### src/rtl/spi_master_seq.sv
// spi_master_seq
//   Frame sequencer for the SPI slave/RAM wrapper. Accepts one command from a
//   parallel port and serialises it as: start cycle, 3 command bits, 8 data
//   bits (MSB first). RD_DATA frames then wait RD_LAT cycles and sample 8
//   MISO bits, returned on rd_data with a one-cycle rd_valid pulse.
//
// Parameters
//   GAP_CYCLES : cycles SS_n stays high after every frame (>= 1)
//   RD_LAT     : idle cycles between last MOSI bit and first MISO sample (>= 1)
//
// Ports
//   clk, rst_n          : clock, asynchronous active-low reset
//   cmd_valid/cmd_ready : command handshake (ready only while idle)
//   cmd_op, cmd_data    : 00 WR_ADDR, 01 WR_DATA, 10 RD_ADDR, 11 RD_DATA; byte
//   rd_data, rd_valid   : last received byte, one-cycle update strobe
//   busy                : high from accept until the end of the gap
//   SS_n, MOSI, MISO    : serial link to the slave
module spi_master_seq #(
    parameter int unsigned GAP_CYCLES = 1,
    parameter int unsigned RD_LAT     = 1
) (
    input  logic       clk,
    input  logic       rst_n,
    input  logic       cmd_valid,
    output logic       cmd_ready,
    input  logic [1:0] cmd_op,
    input  logic [7:0] cmd_data,
    output logic [7:0] rd_data,
    output logic       rd_valid,
    output logic       busy,
    output logic       SS_n,
    output logic       MOSI,
    input  logic       MISO
);

    typedef enum logic [2:0] {IDLE, START, CMD, DATA, TURN, RECV, GAP} state_t;

    localparam logic [3:0] TURN_LAST = 4'(RD_LAT - 1);
    localparam logic [3:0] GAP_LAST  = 4'(GAP_CYCLES - 1);

    state_t      state;
    logic [3:0]  cnt;
    logic [1:0]  op_r;
    logic [10:0] tx;      // {cmd bits, data byte}, shifted out from bit 10
    logic [7:0]  shift;

    assign cmd_ready = (state == IDLE);

    // Outputs are registered for the state being entered, so each state's
    // SS_n/MOSI values appear during that state's own cycles.
    always_ff @(posedge clk or negedge rst_n) begin
        if (!rst_n) begin
            state    <= IDLE;
            cnt      <= '0;
            op_r     <= '0;
            tx       <= '0;
            shift    <= '0;
            rd_data  <= '0;
            rd_valid <= 1'b0;
            busy     <= 1'b0;
            SS_n     <= 1'b1;
            MOSI     <= 1'b0;
        end else begin
            rd_valid <= 1'b0;
            case (state)
                IDLE: begin
                    if (cmd_valid) begin
                        op_r  <= cmd_op;
                        tx    <= {cmd_op[1], cmd_op[1], cmd_op[0], cmd_data};
                        SS_n  <= 1'b0;
                        MOSI  <= 1'b0;
                        busy  <= 1'b1;
                        state <= START;
                    end
                end
                START: begin
                    MOSI  <= tx[10];
                    tx    <= {tx[9:0], 1'b0};
                    cnt   <= '0;
                    state <= CMD;
                end
                CMD: begin
                    MOSI <= tx[10];
                    tx   <= {tx[9:0], 1'b0};
                    if (cnt == 4'd2) begin
                        cnt   <= '0;
                        state <= DATA;
                    end else begin
                        cnt <= cnt + 4'd1;
                    end
                end
                DATA: begin
                    if (cnt == 4'd7) begin
                        cnt  <= '0;
                        MOSI <= 1'b0;
                        if (op_r == 2'b11) begin
                            state <= TURN;
                        end else begin
                            SS_n  <= 1'b1;
                            state <= GAP;
                        end
                    end else begin
                        MOSI <= tx[10];
                        tx   <= {tx[9:0], 1'b0};
                        cnt  <= cnt + 4'd1;
                    end
                end
                TURN: begin
                    if (cnt == TURN_LAST) begin
                        cnt   <= '0;
                        state <= RECV;
                    end else begin
                        cnt <= cnt + 4'd1;
                    end
                end
                RECV: begin
                    shift <= {shift[6:0], MISO};
                    if (cnt == 4'd7) begin
                        rd_data  <= {shift[6:0], MISO};
                        rd_valid <= 1'b1;
                        SS_n     <= 1'b1;
                        cnt      <= '0;
                        state    <= GAP;
                    end else begin
                        cnt <= cnt + 4'd1;
                    end
                end
                GAP: begin
                    if (cnt == GAP_LAST) begin
                        cnt   <= '0;
                        busy  <= 1'b0;
                        state <= IDLE;
                    end else begin
                        cnt <= cnt + 4'd1;
                    end
                end
                default: state <= IDLE;
            endcase
        end
    end

endmodule

### config.mk
export PLATFORM = sky130hd
export DESIGN_NAME = spi_master_seq
export DESIGN_NICKNAME = d
export VERILOG_FILES = /design/src/rtl/spi_master_seq.sv
export SDC_FILE = /design/constraint.sdc
export NUM_CORES = 1
export LEC_CHECK = 0
export CORE_ASPECT_RATIO = 0.7
export CORE_UTILIZATION = 45
export DETAILED_ROUTE_END_ITERATION = 7
export MAX_ROUTING_LAYER = met4
export PLACE_DENSITY = 0.79
export SETUP_SLACK_MARGIN = 0.02
export SKIP_LAST_GASP = 1
export SLEW_MARGIN = 15
export SYNTH_ARGS = -nofsm -noshare
export SYNTH_HDL_FRONTEND = slang
export SYNTH_SLANG_ARGS = --single-unit
export TNS_END_PERCENT = 5
### constraint.sdc
create_clock -name clk -period 2.87 [get_ports clk]
set_clock_uncertainty 0.15 [all_clocks]
set_input_delay 0.574 -clock clk [delete_from_list [all_inputs] [get_ports clk]]
set_output_delay 0.574 -clock clk [all_outputs]
set_load 0.01 [all_outputs]
==> run_1/final_placement.png <==
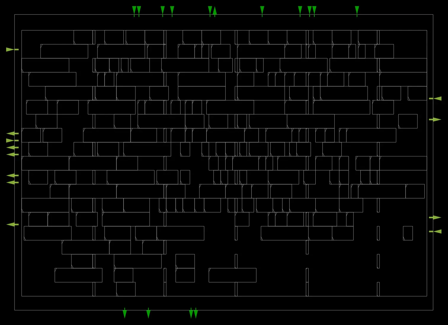
TAP cells: 52
num sequential: 39
core region area: 4065 sq um
Seq area share: 40.80%

==> run_1/met3.png <==
(4 px per micron)
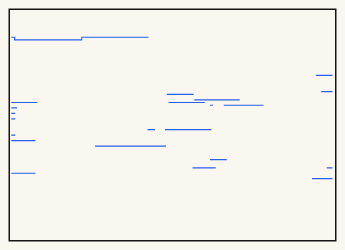
nets with wire on the layer: 17
wire length on this layer: 145 microns
share of all routed wire: 3.8%

==> run_1/cell_classes.png <==
(3 px per micron)
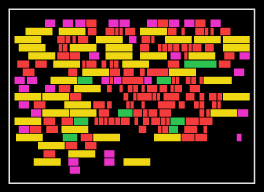
[all other logic] red | cells: 126
[flip-flops] yellow | cells: 39
[other buffers and delay cells] magenta | cells: 30
[clock drivers and dummy loads] green | cells: 8

==> out/qor.txt, run 1 <==
Die width -> 81.25 microns
Biggest consumer -> combinational logic
Final Cell Area -> 2395 sq um
Max reg flops -> 11
Aoi share -> 16.51%
Startpoint types -> register
Skew-Pair Late Insertion Delay -> 290 ps
Cell count along the critical path -> 2
Syn_nets -> 192
First-pass GRT wire length -> 6.672 mm
Clk sinks -> 39
Top cells by count, synth -> dfrtp_1 (38), nor2_1 (15), nand2_1 (14)
Wire per inst -> 15.13 microns
WP buf/inv -> 1
Mapped Cells -> 175
R2R setup slack -> 780 ps
CP required -> 2150 ps
Tool warnings -> 28
Vias in the first global route -> 1,333
TritonCTS buffer count -> 5
CP Launch Point -> state[2]
Final Hold Vio Count -> 0
Top logic family -> AND-OR/OR-AND gates
Routed Antenna Nets -> 0
Detailed Routing Iterations Pass 1 -> 4
Biggest regs -> tx x11, rd_data x8, shift x7
Leak Pwr -> 0.001116 uW
Synthesized registers -> 39
Logic power comb -> 925 uW
Non-clk bufs -> 30
Net count, final -> 219
Clock Power Share -> 21.6%
Max-area cell share -> 48.07%
Gate Area -> 927.1 sq um
Post-layout util -> 58.91%
Final Slew Violations -> 0
Final tally of setup violations -> 0
Status -> completed
DR WL met3 -> 144 microns
Hold_buf cts -> 0
Crit path arrival time -> 1630 ps
Final min period -> 2355 ps
Initial antenna violation count -> 0
==> run_1/registers.png <==
(8 px per micron) Other sequential cells in the stronger grey, the rest of the logic in the fainter grey.
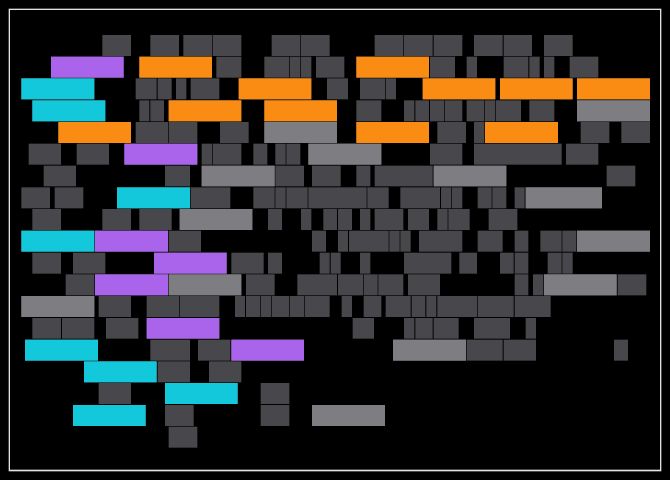

==> inputs of run 2 (changes only) <==
--- a/config.mk
+++ b/config.mk
@@ -9,7 +9,7 @@
 export CORE_UTILIZATION = 45
 export DETAILED_ROUTE_END_ITERATION = 7
 export MAX_ROUTING_LAYER = met4
-export PLACE_DENSITY = 0.79
+export PLACE_DENSITY = 0.81
 export SETUP_SLACK_MARGIN = 0.02
 export SKIP_LAST_GASP = 1
 export SLEW_MARGIN = 15
==> constraint.sdc (replaced) <==
create_clock -name clk -period 2.1 [get_ports clk]
set_clock_uncertainty 0.15 [all_clocks]
set_input_delay 0.42 -clock clk [delete_from_list [all_inputs] [get_ports clk]]
set_output_delay 0.42 -clock clk [all_outputs]
set_load 0.01 [all_outputs]
==> run_2/registers.png <==
(8 px per micron) Other sequential cells in the stronger grey, the rest of the logic in the fainter grey.
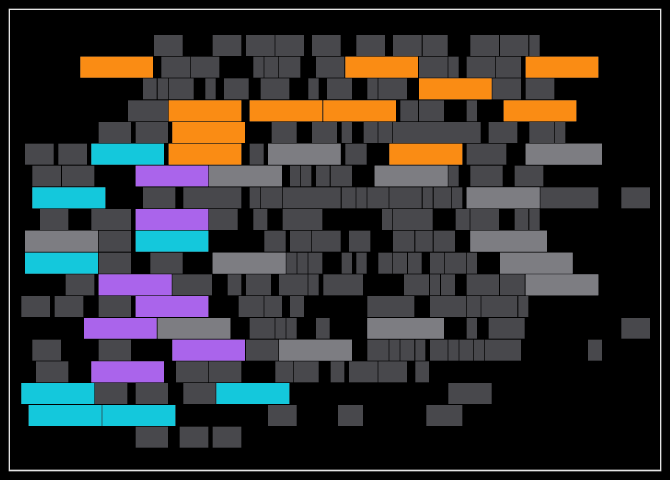
[rd_data] cyan | placed flops: 8
[tx] orange | placed flops: 11
[shift] purple | placed flops: 7
not coloured: 13

==> out/qor.txt, run 2 <==
Non-clk bufs -> 36
Max reg flops -> 11
Core region area -> 4065 sq um
Gate Area -> 932.1 sq um
Non-clk buf share -> 13.98%
Core Util at FP -> 48.66%
Via count -> 1,410
Die Height -> 57.47 microns
Aoi share -> 16.51%
Top logic cell by instance count in the layout -> dfrtp_1
Top cells by count, synth -> dfrtp_1 (38), nor2_1 (15), nand2_1 (14)
Port buffer count -> 26
Clock-pin slew on the worst setup and hold paths -> 80 ps
Main flop type -> dfrtp_1
Setup TNS -> 0 ps
Met2 usage -> 25.81%
Final Slew Violations -> 0
Tightest hold margin -> 337.2 ps
YS warnings -> 0
Net count, final -> 225
Hold_buf cts -> 1
Comb_multi_in -> 121
Post-synth EDFFs -> 0
Seq area share -> 39.81%
Max-area cell share -> 48.07%
WL met1 -> 1.940 mm
Pre-CTS WS -> 84.41 ps
TritonCTS buffer count -> 5
Leak Pwr -> 0.001153 uW
Clock Power Share -> 21.0%
Detailed Routing Iterations Pass 1 -> 4
Num sequential -> 39
Final min period -> 2025 ps
Worst setup path end -> state[1]
TAP cells -> 52
Final Hold Vio Count -> 0
CP required -> 2110 ps
Async set or reset register ratio after synthesis -> 100.0%
Power, Total -> 3155 uW
DP HPWL -> 2.725 mm
Die width -> 81.25 microns
Crit path kind -> register to register
Clk sinks -> 39
Biggest consumer -> combinational logic
Status -> completed
Hold Path Sink -> rd_data[5]
Synthesized registers -> 39
Skew-Pair Late Insertion Delay -> 290 ps
Layout area overhead -> 24.41%
Mapped Cells -> 175
WP buf/inv -> 1
Vias in the first global route -> 1,407
Logic power comb -> 1310 uW
Syn_nets -> 192
Biggest regs -> tx x11, rd_data x8, shift x7
Psw -> 1155 uW
DR WL met3 -> 226 microns
Met1 Track Usage GR -> 27.28%
Tool warnings -> 28
Final tally of setup violations -> 0
Total setup buffers inserted after CTS -> 0
Cell count along the critical path -> 6
Worst r2r path cells -> 6
Top logic family -> AND-OR/OR-AND gates
Number of H-tree levels -> 2
First-pass GRT wire length -> 6.458 mm
Rows -> 19
Final Cell Area -> 2461 sq um
CP Launch Point -> cnt[0]
R2R setup slack -> 80 ps
Crit path arrival time -> 2040 ps
Wire per inst -> 14.79 microns
Routed Antenna Nets -> 0
Largest net degree at the start of global routing -> 22
Post-layout util -> 60.54%
CP max FO -> 6
GRT Total Usage -> 19.19%
Initial antenna violation count -> 0
Startpoint types -> register
Comb pwr share -> 41.4%
==> run_2/metal_stack.png <==
(4 px per micron) Two of the layers only.
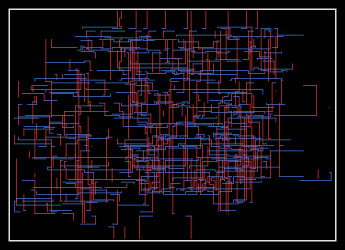
[met2] red | wire length: 1,630 microns
[met1] blue | wire length: 1,940 microns

==> inputs of run 3 (changes only) <==
--- a/config.mk
+++ b/config.mk
@@ -16,4 +16,4 @@
 export SYNTH_ARGS = -nofsm -noshare
 export SYNTH_HDL_FRONTEND = slang
 export SYNTH_SLANG_ARGS = --single-unit
-export TNS_END_PERCENT = 5
+export TNS_END_PERCENT = 20
==> run_3/cell_classes.png <==
(3 px per micron)
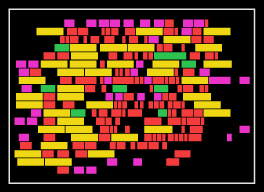
[clock drivers and dummy loads] green | cells: 8
[other buffers and delay cells] magenta | cells: 36
[all other logic] red | cells: 126
[flip-flops] yellow | cells: 39

==> run_3/registers.png <==
(8 px per micron) Other sequential cells in the stronger grey, the rest of the logic in the fainter grey.
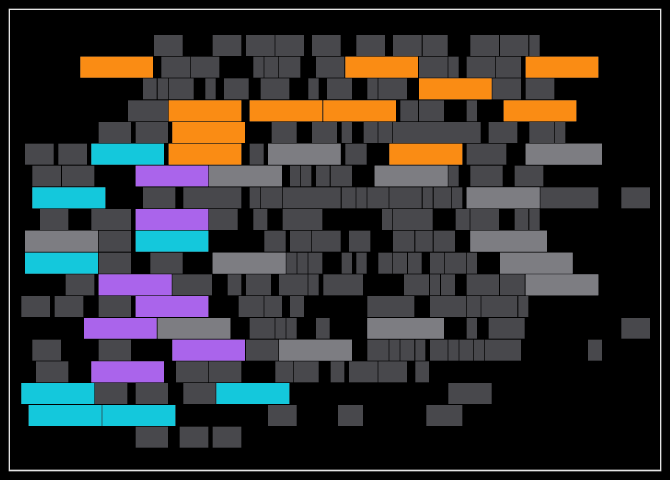
[shift] purple | placed flops: 7
[tx] orange | placed flops: 11
[rd_data] cyan | placed flops: 8

==> out/qor.txt, run 3 <==
Async set or reset register ratio after synthesis -> 100.0%
Wire per inst -> 14.79 microns
Biggest consumer -> combinational logic
Hold_buf cts -> 1
Final min period -> 2025 ps
Non-clk bufs -> 36
Detailed Routing Iterations Pass 1 -> 4
CP max FO -> 6
Initial antenna violation count -> 0
Die Height -> 57.47 microns
Comb pwr share -> 41.4%
Cell count along the critical path -> 6
Leak Pwr -> 0.001153 uW
Power, Total -> 3155 uW
Tool warnings -> 28
Post-synth EDFFs -> 0
Core region area -> 4065 sq um
GRT Total Usage -> 19.19%
Biggest regs -> tx x11, rd_data x8, shift x7
First-pass GRT wire length -> 6.458 mm
Synthesized registers -> 39
Psw -> 1155 uW
WL met1 -> 1.940 mm
Gate Area -> 932.1 sq um
Final Slew Violations -> 0
Vias in the first global route -> 1,407
Met2 usage -> 25.81%
Clock-pin slew on the worst setup and hold paths -> 80 ps
Worst r2r path cells -> 6
Startpoint types -> register
Clk sinks -> 39
Final Cell Area -> 2461 sq um
Net count, final -> 225
Non-clk buf share -> 13.98%
Final Hold Vio Count -> 0
CP Launch Point -> cnt[0]
Largest net degree at the start of global routing -> 22
TAP cells -> 52
Tightest hold margin -> 337.2 ps
Status -> completed
R2R setup slack -> 80 ps
Setup TNS -> 0 ps
Aoi share -> 16.51%
Hold Path Sink -> rd_data[5]
Top logic family -> AND-OR/OR-AND gates
Port buffer count -> 26
Via count -> 1,410
Final tally of setup violations -> 0
DR WL met3 -> 226 microns
YS warnings -> 0
Top logic cell by instance count in the layout -> dfrtp_1
Top cells by count, synth -> dfrtp_1 (38), nor2_1 (15), nand2_1 (14)
TritonCTS buffer count -> 5
Seq area share -> 39.81%
Logic power comb -> 1310 uW
Routed Antenna Nets -> 0
Met1 Track Usage GR -> 27.28%
Post-layout util -> 60.54%
CP required -> 2110 ps
Clock Power Share -> 21.0%
WP buf/inv -> 1
Skew-Pair Late Insertion Delay -> 290 ps
Power is estimated from default activity; no workload was simulated.
